Fig. 1: the metal 2 layer
Scale bar: 20 um.
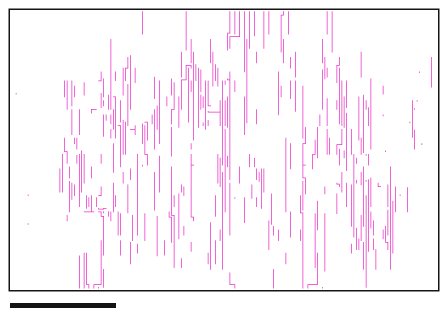
Fig. 2: port wiring
Scale bar: 20 um.
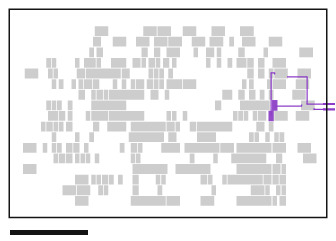
Fig. 3: register map, names as in the netlist
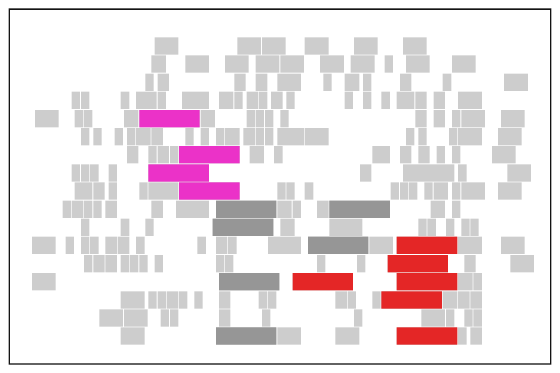
==> config.mk <==
export PLATFORM = sky130hd
export DESIGN_NAME = mc_controller_v2
export DESIGN_NICKNAME = d
export VERILOG_FILES = /design/src/rtl/mc_controller_v2.sv
export SDC_FILE = /design/constraint.sdc
export NUM_CORES = 1
export LEC_CHECK = 0
export ABC_AREA = 1
export ABC_CLOCK_PERIOD_IN_PS = 3100
export CELL_PAD_IN_SITES_DETAIL_PLACEMENT = 0
export CELL_PAD_IN_SITES_GLOBAL_PLACEMENT = 1
export CORE_AREA = 2 2 79 51
export CTS_BUF_LIST = sky130_fd_sc_hd__clkbuf_2 sky130_fd_sc_hd__clkbuf_4 sky130_fd_sc_hd__clkbuf_8
export DETAILED_ROUTE_END_ITERATION = 6
export DIE_AREA = 0 0 81 53
export PLACE_DENSITY_LB_ADDON = 0.1
export RECOVER_POWER = 50
export SLEW_MARGIN = 20
export SYNTH_ARGS = -nofsm -noshare
export SYNTH_HDL_FRONTEND = slang
export SYNTH_SLANG_ARGS = --single-unit
==> constraint.sdc <==
create_clock -name clk -period 3.1 [get_ports clk]
set_input_delay 0.62 -clock clk [delete_from_list [all_inputs] [get_ports clk]]
set_output_delay 0.62 -clock clk [all_outputs]
set_load 0.02 [all_outputs]
==> GITHUB_STEP_SUMMARY <==
### Flow metrics

| Metric | Value |
|---|---|
| Status | `finished clean` |
| Wire length per cell | `12.7 um` |
| N_taps | `~47` |
| Top Consumer | `combinational logic` |
| DRC | `0` |
| Syn Area/Cell | `6.58 um^2` |
| CTS Root Buffer Type | `clkbuf_8` |
| Hold Buf Count CTS | `0` |
| Count of mapped cells out of synthesis | `176` |
| Data buffer area share | `0.250` |
| Leading register cell type out of synthesis | `dfrtp_1` |
| Worst IR Drop VDD | `0.256 mV` |
| Die y size | `53 um` |
| Synth Cell Area | `1160 um^2` |
| Clock power frac | `0.123` |
| Adder share | `0` |
| Setup crit end kind | `primary output` |
| P_clk | `0.000146 W` |
| P&R area growth vs syn | `40.1%` |
| Ys async rst share | `1.00` |
| Post-synth EDFFs | `0` |
| Initial antenna violation count | `0` |
| YS warnings | `0` |
| Cell area leaders | `dfrtp_1 35%, nand2_1 15%, nor2_1 7.1%, inv_1 6.8%, a21oi_1 4.3%` |
| Remaining global-route overflow | `0` |
| Cycle use final | `0.923` |
About Fig. 1:
main direction: vertical
share of all routed wire: 41%
wire length on this layer: 1,380 um
DR vias: 1,265
WL final: 3.33 mm
GRT met2 Usage: 0.249

About Fig. 2:
legend:
  purple:
    port: `mem_size`
    direction: output
    edge: east
    end_cells: 2
    wire: 38.5 um
# port buffers: 39
I/O pin total: 40

About Fig. 3:
legend:
  magenta:
    name_in_the_netlist: `state`
    flops: 4
  red:
    name_in_the_netlist: `funct_q`
    flops: 6
    where: south-east
Seq/total area: 0.247
Sequential Power: 0.000426 W
Flop area: 400 um^2

==> stage by stage <==
stage | power, W | worst slack, ps | instances | hold slack, ps | instance area (um^2)
4_1_cts | 0.00122 | 227 | 262 | 478 | 1630
3_5_place_dp | 0.00107 | 237 | 259 | 465 | 1590
3_3_place_gp | 0.00106 | 266 | 259 | 458 | 1590
5_1_grt | 0.00129 | 136 | 262 | 507 | 1620
2_1_floorplan | 0.000865 | 490 | 176 | 443 | 1160
6_report | 0.00118 | 238 | 262 | 476 | 1620
==> layer usage <==
layer,global-route usage,wire length [um]
met4,0.0254,6
met2,0.249,1380
met1,0.253,1780
met5,0,0
met3,0.0358,172
==> worst max-delay path, stage by stage <==
cell and delay, ps:
clkdlybuf4s50_1 420, buf_4 190, nor2_1 130, nand3_1 130, nor2_1 120, clkdlybuf4s50_1 620
Power figures rest on the tool's default switching activity, not on a simulated workload.
